run_1/power_grid.png
Pins as bars on the die edge.
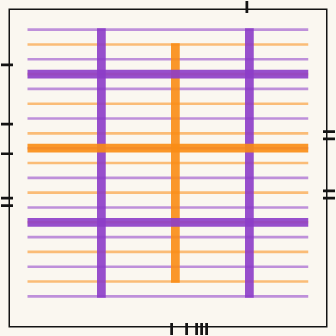
run_1/placement_by_type.png
Scale bar: 20 um.
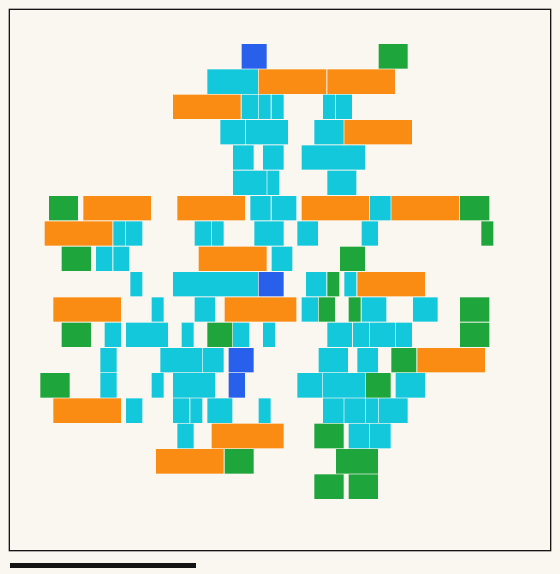
run_1/clk_routes.png
Scale bar: 20 um.
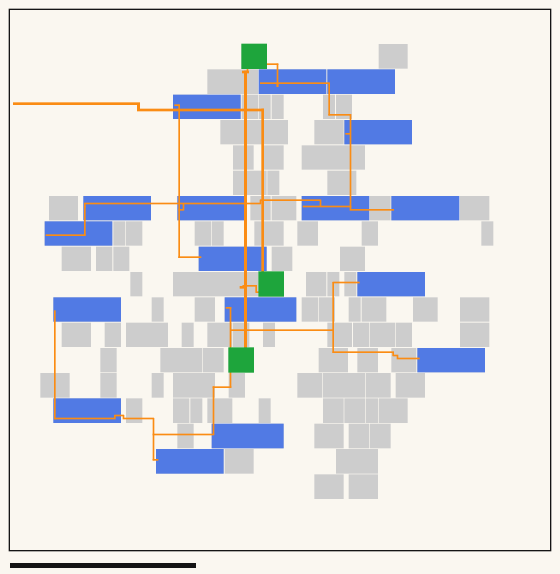
$ cat src/rtl/ce_burst_arbiter_if.sv
// Bus between requesters and the burst arbiter: request vector in, burst status out.
interface ce_burst_arbiter_if #(
   parameter int unsigned NREQ = 4
);
   localparam int unsigned OW = (NREQ > 1) ? $clog2(NREQ) : 1;

   logic [NREQ-1:0] req;
   logic [NREQ-1:0] grant;
   logic            ce;
   logic            busy;
   logic            done;
   logic [OW-1:0]   owner;

   // Requester side drives req and observes the arbiter status.
   modport master (
      output req,
      input  grant,
      input  ce,
      input  busy,
      input  done,
      input  owner
   );

   // Arbiter side samples req and drives the registered status.
   modport slave (
      input  req,
      output grant,
      output ce,
      output busy,
      output done,
      output owner
   );
endinterface

$ cat src/rtl/ce_burst_arbiter.sv
// Round-robin arbiter handing out fixed-length clock-enable bursts separated by a
// minimum low gap, so the shared datapath never sees a short or long ce pulse.
module ce_burst_arbiter #(
   parameter int unsigned NREQ      = 4,
   parameter int unsigned BURST_LEN = 16,
   parameter int unsigned GAP_LEN   = 1
) (
   input logic                 clk,
   input logic                 rst,
   ce_burst_arbiter_if.slave   bus
);

   localparam int unsigned OW = (NREQ > 1)      ? $clog2(NREQ)      : 1;
   localparam int unsigned CW = (BURST_LEN > 1) ? $clog2(BURST_LEN) : 1;
   localparam int unsigned GW = (GAP_LEN > 1)   ? $clog2(GAP_LEN)   : 1;
   localparam int unsigned RW = $clog2(BURST_LEN + 2);

   typedef enum logic [1:0] {
      S_IDLE  = 2'd0,
      S_BURST = 2'd1,
      S_GAP   = 2'd2
   } state_t;

   state_t          r_state;
   logic [NREQ-1:0] r_grant;
   logic            r_ce;
   logic            r_busy;
   logic            r_done;
   logic [OW-1:0]   r_owner;
   logic [OW-1:0]   r_rr_ptr;
   logic [CW-1:0]   r_cnt;
   logic [GW-1:0]   r_gcnt;
   logic [RW-1:0]   r_run;

   logic            w_any;
   logic [OW-1:0]   w_win;
   logic [OW-1:0]   w_next_ptr;
   int unsigned     w_idx;

   // Round-robin scan starting at r_rr_ptr; first asserted request wins.
   always_comb begin
      w_any = 1'b0;
      w_win = '0;
      w_idx = 0;
      for (int unsigned i = 0; i < NREQ; i++) begin
         w_idx = 32'(r_rr_ptr) + i;
         if (w_idx >= NREQ) begin
            w_idx = w_idx - NREQ;
         end
         if (!w_any && bus.req[OW'(w_idx)]) begin
            w_any = 1'b1;
            w_win = OW'(w_idx);
         end
      end
      w_next_ptr = (w_win == OW'(NREQ - 1)) ? '0 : OW'(w_win + OW'(1));
   end

   // Burst FSM: IDLE -> BURST (BURST_LEN ce cycles) -> GAP (GAP_LEN cycles) -> IDLE.
   always_ff @(posedge clk) begin
      if (rst) begin
         r_state  <= S_IDLE;
         r_grant  <= '0;
         r_ce     <= 1'b0;
         r_busy   <= 1'b0;
         r_done   <= 1'b0;
         r_owner  <= '0;
         r_rr_ptr <= '0;
         r_cnt    <= '0;
         r_gcnt   <= '0;
      end else begin
         case (r_state)
            S_IDLE: begin
               r_done <= 1'b0;
               if (w_any) begin
                  r_state  <= S_BURST;
                  r_ce     <= 1'b1;
                  r_busy   <= 1'b1;
                  r_grant  <= NREQ'(1) << w_win;
                  r_owner  <= w_win;
                  r_rr_ptr <= w_next_ptr;
                  r_cnt    <= CW'(BURST_LEN - 1);
               end
            end
            S_BURST: begin
               if (r_cnt == '0) begin
                  r_state <= S_GAP;
                  r_ce    <= 1'b0;
                  r_grant <= '0;
                  r_done  <= 1'b1;
                  r_gcnt  <= GW'(GAP_LEN - 1);
               end else begin
                  r_cnt <= r_cnt - CW'(1);
               end
            end
            S_GAP: begin
               r_done <= 1'b0;
               if (r_gcnt == '0) begin
                  r_state <= S_IDLE;
                  r_busy  <= 1'b0;
               end else begin
                  r_gcnt <= r_gcnt - GW'(1);
               end
            end
            default: begin
               r_state <= S_IDLE;
               r_ce    <= 1'b0;
               r_grant <= '0;
               r_busy  <= 1'b0;
               r_done  <= 1'b0;
            end
         endcase
      end
   end

   assign bus.grant = r_grant;
   assign bus.ce    = r_ce;
   assign bus.busy  = r_busy;
   assign bus.done  = r_done;
   assign bus.owner = r_owner;

   // Length of the current/just-ended ce-high run, saturating above BURST_LEN.
   always_ff @(posedge clk) begin
      if (rst) begin
         r_run <= '0;
      end else if (r_ce) begin
         if (r_run != RW'(BURST_LEN + 1)) begin
            r_run <= r_run + RW'(1);
         end
      end else begin
         r_run <= '0;
      end
   end

   // A completed ce pulse must be exactly BURST_LEN cycles long.
   a_pulse_exact: assert property (@(posedge clk) disable iff (rst)
      (!r_ce && (r_run != '0)) |-> (r_run == RW'(BURST_LEN)));

   // ce never stays high beyond BURST_LEN cycles.
   a_pulse_not_long: assert property (@(posedge clk) disable iff (rst)
      r_ce |-> (r_run < RW'(BURST_LEN)));

   // Grant is one-hot or zero, and nonzero exactly when ce is high.
   a_grant_ce: assert property (@(posedge clk) disable iff (rst)
      $onehot0(r_grant) && ((r_grant != '0) == r_ce));

endmodule

$ cat src/flat_wrapper.sv
// flat-port wrapper written by rule: the top's interface ports become plain ports
module ce_burst_arbiter_flat 
#(
   parameter int unsigned NREQ      = 4,
   parameter int unsigned BURST_LEN = 16,
   parameter int unsigned GAP_LEN   = 1
)
  (clk, rst, bus_req, bus_grant, bus_ce, bus_busy, bus_done, bus_owner);
  ce_burst_arbiter_if #(.NREQ(NREQ)) bus_i ();
  input logic clk;
  input logic rst;
  input wire logic [$bits(bus_i.req)-1:0] bus_req;
  output wire logic [$bits(bus_i.grant)-1:0] bus_grant;
  output wire logic [$bits(bus_i.ce)-1:0] bus_ce;
  output wire logic [$bits(bus_i.busy)-1:0] bus_busy;
  output wire logic [$bits(bus_i.done)-1:0] bus_done;
  output wire logic [$bits(bus_i.owner)-1:0] bus_owner;
  assign bus_i.req = bus_req;
  assign bus_grant = bus_i.grant;
  assign bus_ce = bus_i.ce;
  assign bus_busy = bus_i.busy;
  assign bus_done = bus_i.done;
  assign bus_owner = bus_i.owner;
  ce_burst_arbiter #(.NREQ(NREQ), .BURST_LEN(BURST_LEN), .GAP_LEN(GAP_LEN)) u_core (.clk(clk), .rst(rst), .bus(bus_i));
endmodule
$ cat config.mk
export PLATFORM = sky130hd
export DESIGN_NAME = ce_burst_arbiter_flat
export DESIGN_NICKNAME = d
export VERILOG_FILES = /design/src/rtl/ce_burst_arbiter_if.sv /design/src/rtl/ce_burst_arbiter.sv /design/src/flat_wrapper.sv
export SDC_FILE = /design/constraint.sdc
export NUM_CORES = 1
export LEC_CHECK = 0
export CAP_MARGIN = 40
export CORE_MARGIN = 3
export CORE_UTILIZATION = 29
export DETAILED_ROUTE_END_ITERATION = 6
export GPL_TIMING_DRIVEN = 0
export PLACE_DENSITY = 0.54
export RECOVER_POWER = 50
export SLEW_MARGIN = 0
export SYNTH_ARGS = -nofsm -noshare
export SYNTH_HDL_FRONTEND = slang
export SYNTH_SLANG_ARGS = --single-unit
$ cat constraint.sdc
create_clock -name clk -period 1.5 [get_ports clk]
set_input_delay 0.15 -clock clk [delete_from_list [all_inputs] [get_ports clk]]
set_output_delay 0.15 -clock clk [all_outputs]
set_load 0.05 [all_outputs]
==> run notes, run 1 <==
flow finished, numbers: Req. time, crit path=1.68 ns, initial antenna violation count=0, power consumption=1254 uW, vias in the first global route=666, ANT nets after route=0, cell taking the most area after synthesis=dfxtp_1, Max Cap Viol=0, EDFF count, synth=0, outcome=completed, total gr overflow=0, RePlAce Congestion=0.7730, post-CTS sizing=19, Slew HR=67.46%, fin crit period=1.473 ns, Metal-1 WL=812 um, combinational power=442 uW, syn_nets=101, worst hold path type=primary input to register, Max-area cell class=logic gates, xor/xnor share=0%, clock buffer depth=2, comb_multi_in=65, GR Layer Usage met2=17.42%, Die W=58.01 um, and-or/or-and share of the synthesized area=16.27%, flop share of the area=32.81%, Setup-failing EPs final=0, R2R Setup Slk=0.03 ns, fraction of area in multi-input gates=43.59%, global routing met1 resource utilization=13.49%, Via density=5.000, sequential logic power=553 uW, Critical Path Slowest Stage Cell=or4_1, synthesized area=784.5 um^2, fp util=31.10%, DP HPWL=1145 um, Syn-to-layout area delta=33.17%, GR Util met3=3.118%, Registers, synthesis=17, Logic pwr share=35.3%, number of logic inverters in the finished layout=4, Multiplexer share=1.276%, largest fanout on the critical path=4, buffer share of cell area=15.69%, worst-skew pair later-pin latency=0.30 ns, clkbuf count=3, DR WL met3=70 um, pin slew with the least headroom to its limit=0.4901 ns, MI comb area=455.4 um^2, Critical Path Source Type=register, Tapcells=30, Power Density=1200 mW/mm^2, Peak VDD IR=576.6 uV, Cell Type Count=32, Top Layer Used=met4, clk pwr=258 uW, fmax=0.6789 GHz, layout cells sized above 1=19.82%, Yosys chip area=784.5 um^2, clock network power share=20.6%, register area=342.8 um^2, Async S/R FF share, synth=0%, global-route wire length before repair=2829 um, cells on worst reg2reg path=6, pin count of the biggest net entering global routing=11, Rows=18, WS Path Type=register to register, Leak=0.0004606 uW, wire length on met2=728 um, die area=0.003365 mm^2, Core Box Area=0.002522 mm^2, Commonest flop=dfxtp_1, worst path bufs/invs=1, H-tree levels=1, Seq pwr share=44.1%, placed cell areas=952.2 um^2, Hold Crit Start=rst, comb area leader=simple AND/OR/NAND/NOR gates, TritonCTS clock tree=done, Pint=785.5 uW, Clock transition at path regs=0.11 ns, Log Warnings=30, RSZ-0062 raised after global routing=true, hold depth=2, simple share=26.95%, die height=58.01 um, worst reg2reg startpoint=u_core.r_rr_ptr[1], Fin. Hold Viols=0, clk cell area share=2.635%, Pwr top=registers, Mapped Cells=90, Switching Share=37.35%, Wirelength per Cell=11.79 um, Ys Warns=0, postcts setup bufs=3, register share after synthesis=43.38%, gr busiest metal=met2, ys cells=90, 1st-iter DRT viols=12, NetSw=468.3 uW, FF-to-FF End=u_core.r_rr_ptr[1], Inserted Clock Buffers=3, most frequent logic cell in the layout=dfxtp_1, critical path depth in cells=6, period utilisation layout=98.20%, Ports=15, Flops=17, total number of vias=705, Synth area leaders=dfxtp_1 43%, ha_1 8.0%, a21oi_1 5.7%, nor2_1 4.3%, nand2b_1 3.2%, Crit. End Element=register, # port buffers=13, Synth top area share=43.38%, fin area=0.001045 mm^2, CP Launch Point=u_core.r_rr_ptr[1], critical-path cell list=or4_1 -> and2_4 -> inv_4 -> ha_4 -> nand2_2 -> a21oi_1, root buf cell=clkbuf_4, Total Nets Final=123, CP max stage delay=0.46 ns, Final Max Slew Viols=0, clock sink count=17, crit path to=u_core.r_rr_ptr[1], Final Skew=0.001633 ns, Total Wirelength=1662 um, Crit path arrival time=1.65 ns, non-clock buffer count=21, drt drc=0, Tot GR Track Use=11.21%, Worst path top cell family by delay=simple AND/OR/NAND/NOR gates, drt pass-1 iters=3, Inserted Diodes=0
## Picture notes: power_grid.png
legend:
  orange:
    net: VDD
  purple:
    net: VSS
rows: 18
met5 straps: 3
met4 straps: 3
met1 rails: 19
signal pins: 15

## Picture notes: placement_by_type.png
legend:
  orange:
    class: flops
    cells: 17
    share_of_their_area: 34%
  blue:
    class: clock drivers and dummy loads
    cells: 4
    share_of_their_area: 2.7%
  green:
    class: other buffers and delay cells
    cells: 21
    share_of_their_area: 16%
  cyan:
    class: combinational and other logic
    cells: 69
    share_of_their_area: 47%

## Picture notes: clk_routes.png
legend:
  green:
    item: clock drivers
    count: 3
  orange:
    item: clock wires
    length: 262 um
  blue:
    item: flip-flops
    count: 17
routed clock nets: 4

==> run 1: Yosys cell counts, drive strengths merged (2+ instances only) <==
library cell	n
ha	5
nor4	2
nor2b	3
inv	4
nand3	4
buf	3
a311oi	2
nand2	6
dfxtp	17
nand3b	2
nor2	9
o21ai	3
a21o	2
nand2b	4
a21oi	9
nor3b	2
nor3	2
==> run 1: per-stage QoR <==
step	hold WS [ns]	worst slack, ns	utilization, %	cells	setup TNS (ns)
detailed placement	0.4618	-0.4851	37.75	133	-4.017
global route	0.2695	-0.04886	41.42	141	-0.1620
finish	0.2463	0.02697	41.42	141	0
global placement	0.4550	-0.4677	37.75	133	-3.802
floorplan	0.4119	0.01287	-	90	0
CTS	0.2555	0.004402	40.28	140	0
==> run 2, diff against run 1 <==
CORE_UTILIZATION = 44   (was 29)
PLACE_DENSITY = 0.75   (was 0.54)
==> run notes, run 2 <==
flow finished, numbers: outcome=completed, largest fanout on the critical path=4 (unchanged), most frequent logic cell in the layout=dfxtp_1, Max Cap Viol=0 (unchanged), non-clock buffer count=23 (+9.5%), postcts setup bufs=3 (unchanged), drt drc=0 (unchanged), Seq pwr share=43.4% (-0.7 points), Pint=799.9 uW (+1.8%), clk cell area share=2.597% (-0.037 points), clock network power share=19.8% (-0.8 points), fin crit period=1.474 ns (+0.001341 ns), Pwr top=registers, Tot GR Track Use=18.20% (+7.0 points), MI comb area=466.7 um^2 (+2.5%), Switching Share=37.28% (-0.063 points), Clock transition at path regs=0.10 ns (about the same), vias in the first global route=684 (+2.7%), DP HPWL=1133 um (-1.1%), Commonest flop=dfxtp_1, period utilisation layout=98.29% (about the same), ys cells=90 (unchanged), Yosys top cell by instances=dfxtp_1, RSZ-0062 raised after global routing=true, Core Box Area=0.001594 mm^2 (-37%), Via density=5.161 (+3.2%), global-route wire length before repair=2904 um (+2.7%), Inserted Clock Buffers=3 (unchanged), Mapped Cells=90 (unchanged), Leak=0.0004613 uW (+0.15%), Ports=15 (unchanged), clock buffer depth=2 (unchanged), fmax=0.6783 GHz (about the same), pin slew with the least headroom to its limit=0.5007 ns (+0.01061 ns), sequential logic power=554 uW (about the same), setup TNS=0 ns (unchanged), Synth top area share=43.38% (unchanged), Slew HR=66.75% (-0.70 points), H-tree levels=1 (unchanged), post-CTS sizing=21 (+2), GR Util met3=3.690% (+0.57 points), Post-CTS Hold Buffers=0, Logic pwr share=36.8% (+1.5 points), TritonCTS clock tree=done, synthesized area=784.5 um^2 (unchanged), worst hold path type=primary input to register, Final Max Slew Viols=0 (unchanged), clock sink count=17 (unchanged), ANT nets after route=0 (unchanged), DR WL met3=64 um (-8.6%), # port buffers=13 (unchanged), register area=342.8 um^2 (unchanged), Max-area cell class=logic gates, placed insts=127 (-4.5%), layout cells sized above 1=23.01% (+3.2 points), Total Nets Final=125 (+1.6%), fp util=49.22% (+18 points), global routing met1 resource utilization=22.94% (+9.5 points), cell taking the most area after synthesis=dfxtp_1, Cell Type Count=32 (unchanged), post-layout util=66.48% (+25 points), layout filler cell count=130, Setup-failing EPs final=0 (unchanged), register share after synthesis=43.38% (unchanged), synth cell count leaders=17 x dfxtp_1, 9 x a21oi_1, 9 x nor2_1, Tapcells=24 (-20%), drt pass-1 iters=4 (+1), combinational power=469 uW (+6.1%), Rows=14 (-4), total gr overflow=0 (unchanged), placed cell areas=944.7 um^2 (-0.79%), comb_multi_in=65 (unchanged), Top Layer Used=met4, most instantiated logic cells after routing=15 x dfxtp_1, 13 x dlygate4sd2_1, 8 x nor2_1, 8 x a21oi_1, 6 x buf_4, Crit path arrival time=1.65 ns (about the same), Inserted Diodes=0 (unchanged), die height=48.23 um (-17%), Ys Warns=0 (unchanged), gr busiest metal=met2, Crit. End Element=register, Registers, synthesis=17 (unchanged), Async S/R FF share, synth=0% (unchanged), buffer share of cell area=16.53% (+0.84 points), die area=0.002326 mm^2 (-31%), Critical Path Source Type=register, total number of vias=707 (+0.28%), RePlAce Congestion=0.7882 (+2.0%), root buf cell=clkbuf_4, setup ws final=0.02563 ns (-0.001341 ns), R2R Setup Slk=0.03 ns (about the same), Req. time, crit path=1.68 ns (about the same), flop share of the area=32.35% (-0.47 points), worst-skew pair later-pin latency=0.29 ns (about the same), Flops=17 (unchanged), Total Wirelength=1719 um (+3.4%), fraction of area in multi-input gates=44.04% (+0.44 points), power consumption=1275 uW (+1.7%), EDFF count, synth=0 (unchanged), pre-CTS worst setup slack=-0.4762 ns (+0.008939 ns), Peak VDD IR=839.0 uV (+46%), Synth area leaders=dfxtp_1 43%, ha_1 8.0%, a21oi_1 5.7%, nor2_1 4.3%, nand2b_1 3.2%, NetSw=475.5 uW (+1.6%), fin cells=137 (-2.8%), syn_nets=101 (unchanged), Syn-to-layout area delta=35.09%, mean post-synth cell area=8.717 um^2, clk pwr=253 uW (-2%), Log Warnings=30 (unchanged), Metal-1 WL=819 um (+0.86%), number of logic inverters in the finished layout=4 (unchanged), cells on worst reg2reg path=6 (unchanged), pin count of the biggest net entering global routing=11 (unchanged), fin area=0.001060 mm^2 (+1.4%), 1st-iter DRT viols=5 (-7), wire length on met2=807 um (+11%), Wirelength per Cell=12.55 um (+6.4%), Power Density=1204 mW/mm^2 (+0.29%), hold depth=2 (unchanged), hold slack final=0.2612 ns (+0.01488 ns), Die W=48.23 um (-17%), GR Layer Usage met2=29.69% (+12 points), WS Path Type=register to register, initial antenna violation count=0 (unchanged), Yosys chip area=784.5 um^2 (unchanged), Fin. Hold Viols=0 (unchanged)
## run 2: critical path: stages, from the launching register on
cell and delay, ns:
dfxtp_2 0.35, or4_1 0.46, and2_4 0.18, inv_4 0.07, ha_4 0.20, nand2_2 0.05
a21oi_2 0.04
## run 2: cell families after synthesis
family / synth area share [%]
multiplexers: 1.276
AND/OR/NAND/NOR: 26.95
adder cells (fa/ha/maj): 7.974
flip-flops: 43.38
buffers and inverters: 4.145
AND-OR/OR-AND: 16.27
## run 2: worst paths after layout
path / start / end
hold reg to reg: u_core.bus.busy / u_core.bus.busy
setup reg to reg: u_core.r_rr_ptr[1] / u_core.r_rr_ptr[1]
hold / removal: rst / u_core.r_state[1]
setup / recovery: u_core.r_rr_ptr[1] / u_core.r_rr_ptr[1]
run_2/clocks.png
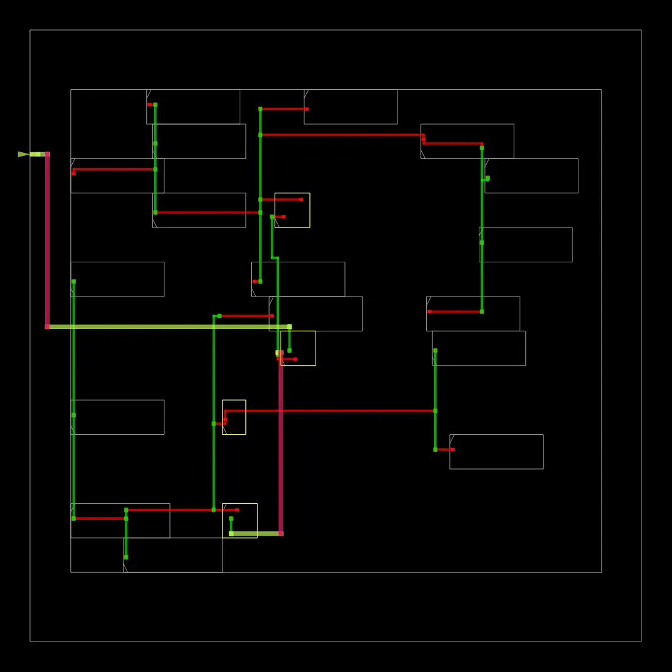
Final Skew: 0.002627 ns
clkbuf count: 3

run_2/wires.png
Two of the layers only.
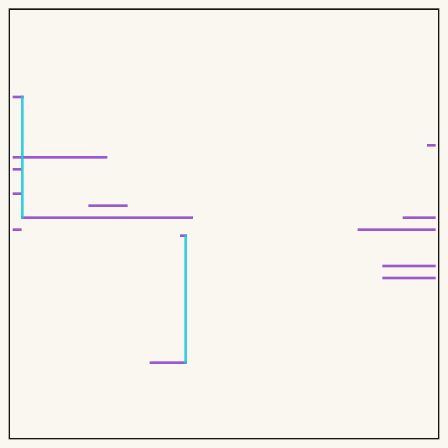
legend:
  purple:
    layer: metal 3
    wire_length: 64.8 um
  cyan:
    layer: metal 4
    wire_length: 27.9 um

==> run 3, diff against run 2 <==
HOLD_SLACK_MARGIN = 0.05   (was default)
run_3/clk_routes.png
Scale bar: 10 um.
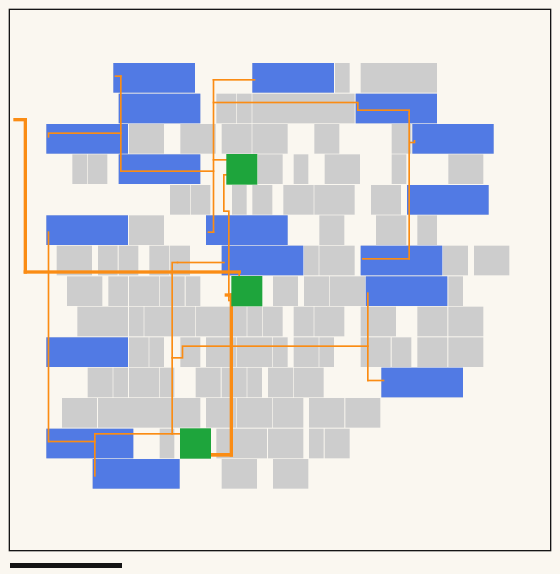
worst-skew pair later-pin latency: 0.29 ns
clock network power share: 19.8%
clk pwr: 253 uW

run_3/wires.png
Two of the layers only.
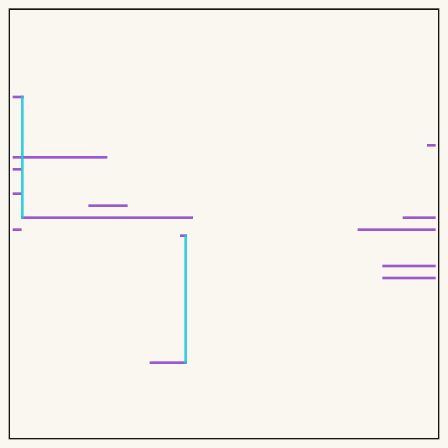
total number of vias: 707
Tot GR Track Use: 18.20%
Total Wirelength: 1719 um
Wirelength per Cell: 12.55 um

==> run notes, run 3 <==
flow finished, numbers: outcome=completed, MI comb area=466.7 um^2 (unchanged), largest fanout on the critical path=4 (unchanged), pin count of the biggest net entering global routing=11 (unchanged), and-or/or-and share of the synthesized area=16.27% (unchanged), Via density=5.161 (unchanged), number of logic inverters in the finished layout=4 (unchanged), Fin. Hold Viols=0 (unchanged), root buf cell=clkbuf_4, Hold Crit Start=rst, yosys adder share=7.974% (unchanged), Metal-1 WL=819 um (unchanged), clock sink count=17 (unchanged), drt pass-1 iters=4 (unchanged), mean post-synth cell area=8.717 um^2 (unchanged), layout filler cell count=130 (unchanged), Commonest flop=dfxtp_1, Final Skew=0.002627 ns (unchanged), Ports=15 (unchanged), DR WL met3=64 um (unchanged), Total Nets Final=125 (unchanged), Max-area cell class=logic gates, most instantiated logic cells after routing=15 x dfxtp_1, 13 x dlygate4sd2_1, 8 x nor2_1, 8 x a21oi_1, 6 x buf_4, register area=342.8 um^2 (unchanged), clk cell area share=2.597% (unchanged), Cell Type Count=32 (unchanged), Final Max Slew Viols=0 (unchanged), FF-to-FF End=u_core.r_rr_ptr[1], DP HPWL=1133 um (unchanged), worst reg2reg startpoint=u_core.r_rr_ptr[1], 1st-iter DRT viols=5 (unchanged), synth cell count leaders=17 x dfxtp_1, 9 x a21oi_1, 9 x nor2_1, postcts setup bufs=3 (unchanged), Slew HR=66.75% (unchanged), drt drc=0 (unchanged), cell taking the most area after synthesis=dfxtp_1, NetSw=475.5 uW (unchanged), # port buffers=13 (unchanged), Leak=0.0004613 uW (unchanged), Async S/R FF share, synth=0% (unchanged), fmax=0.6783 GHz (unchanged), wire length on met2=807 um (unchanged), Switching Share=37.28% (unchanged), CP Launch Point=u_core.r_rr_ptr[1], fraction of area in multi-input gates=44.04% (unchanged), R2R Setup Slk=0.03 ns (about the same), Crit. End Element=register, Flops=17 (unchanged), Setup-failing EPs final=0 (unchanged), Power Density=1204 mW/mm^2 (unchanged), Mapped Cells=90 (unchanged), TritonCTS clock tree=done, Max Cap Viol=0 (unchanged), EDFF count, synth=0 (unchanged), fin crit period=1.474 ns (unchanged), period utilisation layout=98.29% (unchanged), Log Warnings=30 (unchanged), non-clock buffer count=23 (unchanged), pin slew with the least headroom to its limit=0.5007 ns (unchanged), Post-CTS Hold Buffers=0 (unchanged), Logic pwr share=36.8% (about the same), post-CTS sizing=21 (unchanged), combinational power=469 uW (about the same), fp util=49.22% (unchanged), Rows=14 (unchanged), die area=0.002326 mm^2 (unchanged), gr busiest metal=met2, clkbuf count=3 (unchanged), Inserted Clock Buffers=3 (unchanged), Yosys top cell by instances=dfxtp_1, Seq pwr share=43.4% (about the same), RSZ-0062 raised after global routing=true, hold depth=2 (unchanged), buffer share of cell area=16.53% (unchanged), setup TNS=0 ns (unchanged), vias in the first global route=684 (unchanged), Peak VDD IR=839.0 uV (unchanged), cells on worst reg2reg path=6 (unchanged), fin cells=137 (unchanged), Top Layer Used=met4, WS Path Type=register to register, post-layout util=66.48% (unchanged), Yosys chip area=784.5 um^2 (unchanged), Synth area leaders=dfxtp_1 43%, ha_1 8.0%, a21oi_1 5.7%, nor2_1 4.3%, nand2b_1 3.2%, Pint=799.9 uW (unchanged), synthesized area=784.5 um^2 (unchanged), sequential logic power=554 uW (about the same), Synth top area share=43.38% (unchanged), worst hold path type=primary input to register, Inserted Diodes=0 (unchanged), GR Layer Usage met2=29.69% (unchanged), simple share=26.95% (unchanged), clock buffer depth=2 (unchanged), Core Box Area=0.001594 mm^2 (unchanged), Pwr top=registers, Ys Warns=0 (unchanged), RePlAce Congestion=0.7882 (unchanged), Clock transition at path regs=0.10 ns (about the same), total gr overflow=0 (unchanged), layout cells sized above 1=23.01% (unchanged), Registers, synthesis=17 (unchanged), global-route wire length before repair=2904 um (unchanged), syn_nets=101 (unchanged), Req. time, crit path=1.68 ns (about the same), Crit path arrival time=1.65 ns (about the same), ys cells=90 (unchanged), GR Util met3=3.690% (unchanged), register share after synthesis=43.38% (unchanged), comb area leader=simple AND/OR/NAND/NOR gates, ANT nets after route=0 (unchanged), H-tree levels=1 (unchanged), comb_multi_in=65 (unchanged), initial antenna violation count=0 (unchanged), Syn-to-layout area delta=35.09% (unchanged), Critical Path Source Type=register, Multiplexer share=1.276% (unchanged), Tapcells=24 (unchanged), die height=48.23 um (unchanged), WHS Endpoint=u_core.r_state[1], Die W=48.23 um (unchanged), placed insts=127 (unchanged), crit path to=u_core.r_rr_ptr[1], most frequent logic cell in the layout=dfxtp_1, flop share of the area=32.35% (unchanged), xor/xnor share=0% (unchanged), global routing met1 resource utilization=22.94% (unchanged)
[run 3: through the flow]
| stage | total power (uW) | setup slack [ns] | hold slack [ns] | cell area, um^2 |
|---|---|---|---|---|
| floorplan | 836.8 | 0.01287 | 0.4119 | 784.5 |
| global placement | 940.8 | -0.4649 | 0.4555 | 944.7 |
| detailed placement | 949.4 | -0.4762 | 0.4581 | 944.7 |
| CTS | 1229 | 0.003163 | 0.2453 | 1011 |
| global route | 1355 | -0.03586 | 0.3012 | 1060 |
| finish | 1275 | 0.02563 | 0.2612 | 1060 |
[run 3: worst max-delay path, cell delays in order, from the launching register on]
cell	delay, ns
dfxtp_2	0.35
or4_1	0.46
and2_4	0.18
inv_4	0.07
ha_4	0.20
nand2_2	0.05
a21oi_2	0.04
No activity file was given, so power comes from the tool's default toggle rates.
